<file path="src/rtl/camino_pkg.sv">
`default_nettype none
// ============================================================================
// Module   : camino_pkg
// Purpose  : Shared definitions for the Main->D0/D1 QoS scheduler: FSM state
//            encoding, default widths and the class-bit locator.
// Contents : state_t (ST_RESET..ST_ERROR, 3 bits), BW_DEFAULT, CNT_W_DEFAULT,
//            CLASS_BIT, class_bit()
// Revision : 1.0 - initial release
// ============================================================================
package camino_pkg;

    typedef enum logic [2:0] {
        ST_RESET  = 3'd0,
        ST_INIT   = 3'd1,
        ST_IDLE   = 3'd2,
        ST_ACTIVE = 3'd3,
        ST_ERROR  = 3'd4
    } state_t;

    localparam int BW_DEFAULT    = 6;
    localparam int CNT_W_DEFAULT = 8;

    // The top bit of a word is reserved; the bit just below it selects D0/D1.
    function automatic int class_bit(input int bw);
        return bw - 2;
    endfunction

    localparam int CLASS_BIT = class_bit(BW_DEFAULT);

endpackage
`default_nettype wire

</file>
<file path="src/rtl/camino_if.sv">
`default_nettype none
// ============================================================================
// Module   : camino_if
// Purpose  : FIFO-side bundle of the scheduler: Main FIFO head/pop, the D0/D1
//            push ports and the status flags of all three FIFOs.
// Modports : master - scheduler (drives Main_rd, D*_wr, D*_data_in)
//            slave  - FIFO side (drives flags, Main head word, fifo_err)
// Revision : 1.0 - initial release
// ============================================================================
interface camino_if #(
    parameter int BW = 6
);
    logic          Main_empty;
    logic [BW-1:0] Main_data_out;
    logic          D0_almost_full;
    logic          D1_almost_full;
    logic          D0_empty;
    logic          D1_empty;
    logic [2:0]    fifo_err;
    logic          Main_rd;
    logic          D0_wr;
    logic          D1_wr;
    logic [BW-1:0] D0_data_in;
    logic [BW-1:0] D1_data_in;

    modport master (
        input  Main_empty, Main_data_out, D0_almost_full, D1_almost_full,
        input  D0_empty, D1_empty, fifo_err,
        output Main_rd, D0_wr, D1_wr, D0_data_in, D1_data_in
    );

    modport slave (
        output Main_empty, Main_data_out, D0_almost_full, D1_almost_full,
        output D0_empty, D1_empty, fifo_err,
        input  Main_rd, D0_wr, D1_wr, D0_data_in, D1_data_in
    );
endinterface
`default_nettype wire

</file>
<file path="src/rtl/camino_cfg_regs.sv">
`default_nettype none
// ============================================================================
// Module   : camino_cfg_regs
// Purpose  : Holds the FIFO almost-full/almost-empty thresholds (umbrales).
// Ports    : clk, reset (sync, active-high clear), load (latch enable),
//            mf_high_in/mf_low_in [3:0], d_high_in/d_low_in [7:0] -> inputs,
//            mf_high/mf_low [3:0], d_high/d_low [7:0] -> latched outputs
// Revision : 1.0 - initial release
// ============================================================================
module camino_cfg_regs (
    input  wire logic       clk,
    input  wire logic       reset,
    input  wire logic       load,
    input  wire logic [3:0] mf_high_in,
    input  wire logic [3:0] mf_low_in,
    input  wire logic [7:0] d_high_in,
    input  wire logic [7:0] d_low_in,
    output logic      [3:0] mf_high,
    output logic      [3:0] mf_low,
    output logic      [7:0] d_high,
    output logic      [7:0] d_low
);
    always_ff @(posedge clk) begin
        if (reset) begin
            mf_high <= 4'd0;
            mf_low  <= 4'd0;
            d_high  <= 8'd0;
            d_low   <= 8'd0;
        end else if (load) begin
            mf_high <= mf_high_in;
            mf_low  <= mf_low_in;
            d_high  <= d_high_in;
            d_low   <= d_low_in;
        end
    end
endmodule
`default_nettype wire

</file>
<file path="src/rtl/camino_sched.sv">
`default_nettype none
// ============================================================================
// Module   : camino_sched
// Purpose  : Pops the show-ahead Main FIFO and routes each word, strictly in
//            order, to D0 or D1 by its class bit, stalling while the head's
//            destination is almost full. Sequences RESET/INIT/IDLE/ACTIVE/ERROR
//            and drives the latched thresholds to the three FIFOs.
// Ports    : clk, reset (sync, active-high), init, Umbrales* (threshold inputs),
//            bus (camino_if.master: FIFO flags/head in, Main_rd/D*_wr/D*_data_in
//            out), cfg_* (latched thresholds), idle_out/active_out/error_out,
//            error_full (sticky fifo_err), D0_count/D1_count (words delivered)
// Revision : 1.0 - initial release
// ============================================================================
module camino_sched
    import camino_pkg::*;
#(
    parameter int BW    = BW_DEFAULT,
    parameter int CNT_W = CNT_W_DEFAULT
) (
    input  wire logic             clk,
    input  wire logic             reset,
    input  wire logic             init,
    input  wire logic [3:0]       UmbralesMFs_HIGH,
    input  wire logic [3:0]       UmbralesMFs_LOW,
    input  wire logic [7:0]       UmbralesDs_HIGH,
    input  wire logic [7:0]       UmbralesDs_LOW,
    camino_if.master              bus,
    output logic      [3:0]       cfg_MF_high,
    output logic      [3:0]       cfg_MF_low,
    output logic      [7:0]       cfg_D_high,
    output logic      [7:0]       cfg_D_low,
    output logic                  idle_out,
    output logic                  active_out,
    output logic                  error_out,
    output logic      [2:0]       error_full,
    output logic      [CNT_W-1:0] D0_count,
    output logic      [CNT_W-1:0] D1_count
);
    localparam int C_CLASS = class_bit(BW);

    state_t          r_state;
    state_t          w_next;
    logic            w_dest;
    logic            w_dest_af;
    logic            w_no_err;
    logic            w_pop;
    logic            w_drained;
    logic            r_d0_wr;
    logic            r_d1_wr;
    logic [BW-1:0]   r_d0_data;
    logic [BW-1:0]   r_d1_data;

    // Head-of-line word decides which almost-full flag gates the pop; the
    // other destination being free never lets a later word overtake it.
    assign w_dest    = bus.Main_data_out[C_CLASS];
    assign w_dest_af = w_dest ? bus.D1_almost_full : bus.D0_almost_full;
    assign w_no_err  = (bus.fifo_err == 3'b000);
    assign w_pop     = !reset && (r_state == ST_ACTIVE) && !bus.Main_empty
                       && w_no_err && !w_dest_af;

    // A registered write still in flight counts as traffic on the path.
    assign w_drained = bus.Main_empty && bus.D0_empty && bus.D1_empty
                       && !r_d0_wr && !r_d1_wr;

    always_comb begin
        w_next = r_state;
        if ((r_state != ST_RESET) && !w_no_err) begin
            w_next = ST_ERROR;
        end else begin
            case (r_state)
                ST_RESET:  w_next = ST_INIT;
                ST_INIT:   if (!init) w_next = ST_IDLE;
                ST_IDLE: begin
                    if (init)                 w_next = ST_INIT;
                    else if (!bus.Main_empty) w_next = ST_ACTIVE;
                end
                ST_ACTIVE: if (w_drained) w_next = ST_IDLE;
                ST_ERROR:  w_next = ST_ERROR;
                default:   w_next = ST_ERROR;
            endcase
        end
    end

    always_ff @(posedge clk) begin
        if (reset) begin
            r_state    <= ST_RESET;
            idle_out   <= 1'b0;
            active_out <= 1'b0;
            error_out  <= 1'b0;
        end else begin
            r_state    <= w_next;
            idle_out   <= (w_next == ST_IDLE);
            active_out <= (w_next == ST_ACTIVE);
            error_out  <= (w_next == ST_ERROR);
        end
    end

    // Write pipeline, delivered-word counters and sticky error capture.
    always_ff @(posedge clk) begin
        if (reset) begin
            r_d0_wr    <= 1'b0;
            r_d1_wr    <= 1'b0;
            r_d0_data  <= '0;
            r_d1_data  <= '0;
            D0_count   <= '0;
            D1_count   <= '0;
            error_full <= 3'b000;
        end else begin
            r_d0_wr <= w_pop && !w_dest;
            r_d1_wr <= w_pop && w_dest;
            if (w_pop && !w_dest) r_d0_data <= bus.Main_data_out;
            if (w_pop && w_dest)  r_d1_data <= bus.Main_data_out;
            if (r_d0_wr) D0_count <= D0_count + CNT_W'(1);
            if (r_d1_wr) D1_count <= D1_count + CNT_W'(1);
            error_full <= error_full | bus.fifo_err;
        end
    end

    assign bus.Main_rd    = w_pop;
    assign bus.D0_wr      = r_d0_wr;
    assign bus.D1_wr      = r_d1_wr;
    assign bus.D0_data_in = r_d0_data;
    assign bus.D1_data_in = r_d1_data;

    camino_cfg_regs u_cfg_regs (
        .clk        (clk),
        .reset      (reset),
        .load       ((r_state == ST_INIT) && init),
        .mf_high_in (UmbralesMFs_HIGH),
        .mf_low_in  (UmbralesMFs_LOW),
        .d_high_in  (UmbralesDs_HIGH),
        .d_low_in   (UmbralesDs_LOW),
        .mf_high    (cfg_MF_high),
        .mf_low     (cfg_MF_low),
        .d_high     (cfg_D_high),
        .d_low      (cfg_D_low)
    );
endmodule
`default_nettype wire

</file>
<file path="src/flat_wrapper.sv">
// flat-port wrapper written by rule: the top's interface ports become plain ports
module camino_sched_flat import camino_pkg::*;
#(
    parameter int BW    = BW_DEFAULT,
    parameter int CNT_W = CNT_W_DEFAULT
)
  (clk, reset, init, UmbralesMFs_HIGH, UmbralesMFs_LOW, UmbralesDs_HIGH, UmbralesDs_LOW, cfg_MF_high, cfg_MF_low, cfg_D_high, cfg_D_low, idle_out, active_out, error_out, error_full, D0_count, D1_count, bus_Main_empty, bus_Main_data_out, bus_D0_almost_full, bus_D1_almost_full, bus_D0_empty, bus_D1_empty, bus_fifo_err, bus_Main_rd, bus_D0_wr, bus_D1_wr, bus_D0_data_in, bus_D1_data_in);
  camino_if #(.BW(BW)) bus_i ();
  input  wire logic clk;
  input  wire logic reset;
  input  wire logic init;
  input  wire logic [3:0] UmbralesMFs_HIGH;
  input  wire logic [3:0] UmbralesMFs_LOW;
  input  wire logic [7:0] UmbralesDs_HIGH;
  input  wire logic [7:0] UmbralesDs_LOW;
  output logic      [3:0] cfg_MF_high;
  output logic      [3:0] cfg_MF_low;
  output logic      [7:0] cfg_D_high;
  output logic      [7:0] cfg_D_low;
  output logic idle_out;
  output logic active_out;
  output logic error_out;
  output logic      [2:0] error_full;
  output logic      [CNT_W-1:0] D0_count;
  output logic      [CNT_W-1:0] D1_count;
  input wire logic [$bits(bus_i.Main_empty)-1:0] bus_Main_empty;
  input wire logic [$bits(bus_i.Main_data_out)-1:0] bus_Main_data_out;
  input wire logic [$bits(bus_i.D0_almost_full)-1:0] bus_D0_almost_full;
  input wire logic [$bits(bus_i.D1_almost_full)-1:0] bus_D1_almost_full;
  input wire logic [$bits(bus_i.D0_empty)-1:0] bus_D0_empty;
  input wire logic [$bits(bus_i.D1_empty)-1:0] bus_D1_empty;
  input wire logic [$bits(bus_i.fifo_err)-1:0] bus_fifo_err;
  output wire logic [$bits(bus_i.Main_rd)-1:0] bus_Main_rd;
  output wire logic [$bits(bus_i.D0_wr)-1:0] bus_D0_wr;
  output wire logic [$bits(bus_i.D1_wr)-1:0] bus_D1_wr;
  output wire logic [$bits(bus_i.D0_data_in)-1:0] bus_D0_data_in;
  output wire logic [$bits(bus_i.D1_data_in)-1:0] bus_D1_data_in;
  assign bus_i.Main_empty = bus_Main_empty;
  assign bus_i.Main_data_out = bus_Main_data_out;
  assign bus_i.D0_almost_full = bus_D0_almost_full;
  assign bus_i.D1_almost_full = bus_D1_almost_full;
  assign bus_i.D0_empty = bus_D0_empty;
  assign bus_i.D1_empty = bus_D1_empty;
  assign bus_i.fifo_err = bus_fifo_err;
  assign bus_Main_rd = bus_i.Main_rd;
  assign bus_D0_wr = bus_i.D0_wr;
  assign bus_D1_wr = bus_i.D1_wr;
  assign bus_D0_data_in = bus_i.D0_data_in;
  assign bus_D1_data_in = bus_i.D1_data_in;
  camino_sched #(.BW(BW), .CNT_W(CNT_W)) u_core (.clk(clk), .reset(reset), .init(init), .UmbralesMFs_HIGH(UmbralesMFs_HIGH), .UmbralesMFs_LOW(UmbralesMFs_LOW), .UmbralesDs_HIGH(UmbralesDs_HIGH), .UmbralesDs_LOW(UmbralesDs_LOW), .bus(bus_i), .cfg_MF_high(cfg_MF_high), .cfg_MF_low(cfg_MF_low), .cfg_D_high(cfg_D_high), .cfg_D_low(cfg_D_low), .idle_out(idle_out), .active_out(active_out), .error_out(error_out), .error_full(error_full), .D0_count(D0_count), .D1_count(D1_count));
endmodule
</file>
<file path="config.mk">
export PLATFORM = sky130hd
export DESIGN_NAME = camino_sched_flat
export DESIGN_NICKNAME = d
export VERILOG_FILES = /design/src/rtl/camino_pkg.sv /design/src/rtl/camino_if.sv /design/src/rtl/camino_cfg_regs.sv /design/src/rtl/camino_sched.sv /design/src/flat_wrapper.sv
export SDC_FILE = /design/constraint.sdc
export NUM_CORES = 1
export LEC_CHECK = 0
export CELL_PAD_IN_SITES_DETAIL_PLACEMENT = 0
export CELL_PAD_IN_SITES_GLOBAL_PLACEMENT = 1
export CORE_ASPECT_RATIO = 0.7
export CORE_UTILIZATION = 30
export CTS_CLUSTER_SIZE = 40
export DETAILED_ROUTE_END_ITERATION = 10
export GPL_ROUTABILITY_DRIVEN = 0
export GPL_TIMING_DRIVEN = 0
export PLACE_DENSITY_LB_ADDON = 0.1
export SLEW_MARGIN = 20
export SYNTH_ARGS = -nofsm -noshare
export SYNTH_HDL_FRONTEND = slang
export SYNTH_SLANG_ARGS = --single-unit
</file>
<file path="constraint.sdc">
create_clock -name clk -period 1.7 [get_ports clk]
set_clock_uncertainty 0.05 [all_clocks]
set_input_delay 0.34 -clock clk [delete_from_list [all_inputs] [get_ports clk]]
set_output_delay 0.34 -clock clk [all_outputs]
set_load 0.02 [all_outputs]
</file>
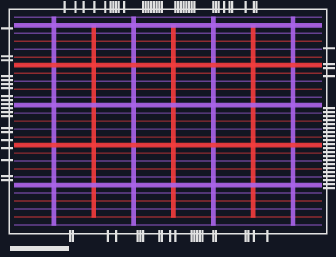
(images/power_grid.png)
Scale bar: 20 um. Pins as bars on the die edge.
red -> VDD
purple -> VSS
met5 straps = 5
met1 rails = 27
VDD IR max: 0.000394 V
horizontal extent of the die: 108 um

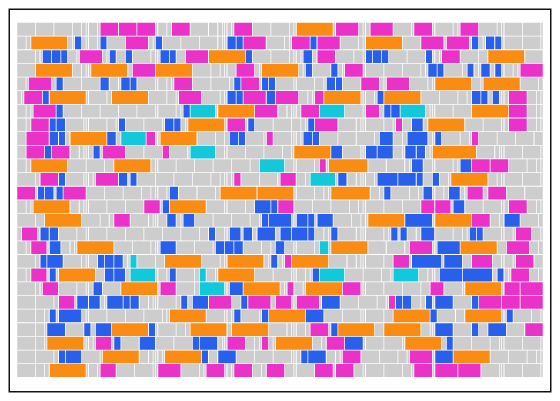
(images/placement_by_type.png)
Fill, decap, tap and diode cells in gray.
cyan -> clock drivers and dummy loads  # cells 14, share of their area 4.5%
orange -> flops  # cells 63, share of their area 35%
magenta -> other buffers and delay cells  # cells 115, share of their area 32%
blue -> combinational and other logic  # cells 187, share of their area 29%
cell area after layout: 3730 um^2
final core utilization: 50.3%

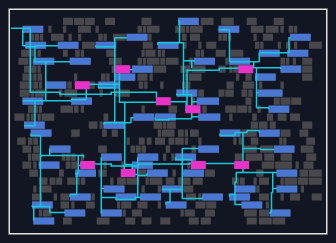
(images/clk_routes.png)
blue -> flip-flops  # count 63
cyan -> clock wires  # length 834 um
magenta -> clock drivers  # count 9
flops lie = spread over the die
routed clock nets = 10
clock network fraction of design power: 33.2%
clock latency reported for the late side of the worst-skew pair: 0.33 ns
Clock Power: 1110 uW

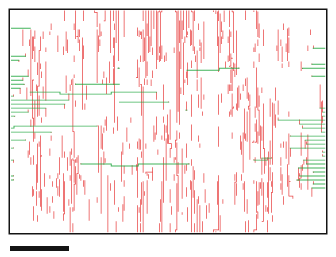
(images/wires.png)
Scale bar: 20 um. Only two layers are drawn.
green -> metal 3  # wire length 426 um
red -> metal 2  # wire length 2680 um
routed wire length per instance: 13.0 um
final wirelength: 6210 um
Via Count: 2161
Tot GR Track Use: 16.1%

==> results.txt <==
fresh numbers from the pnr run: clk tree area frac=4.39%, flop2flop setup slack=0.16 ns, number of top-level design ports=102, Largest cells by area=dfxtp_1 (54%), nand2_1 (8.7%), a21oi_1 (6.2%), outcome=finished, violations left, most used flip-flop cell after synthesis=dfxtp_1, total sequential power=1620 uW, proportion of power drawn by flip-flops and latches=48.4%, Post CTS Setup Buffer Count=2, count of final setup violators=1, multi-input combinational cell count=183, post-synth area from yosys stat=2340 um^2, # nets final=419, Inverters, non-clock=4, type of destination of the critical path=output port, count of non-CTS buffers in the layout=115, grt met1 use=21.7%, logic area=1020 um^2, failing checks=negative setup slack, row count=26, chip area=8170 um^2, cell internal power dissipation=2450 uW, final worst setup slack=-0.0144 ns, Biggest Area Class=registers
Power figures rest on the tool's default switching activity, not on a simulated workload.
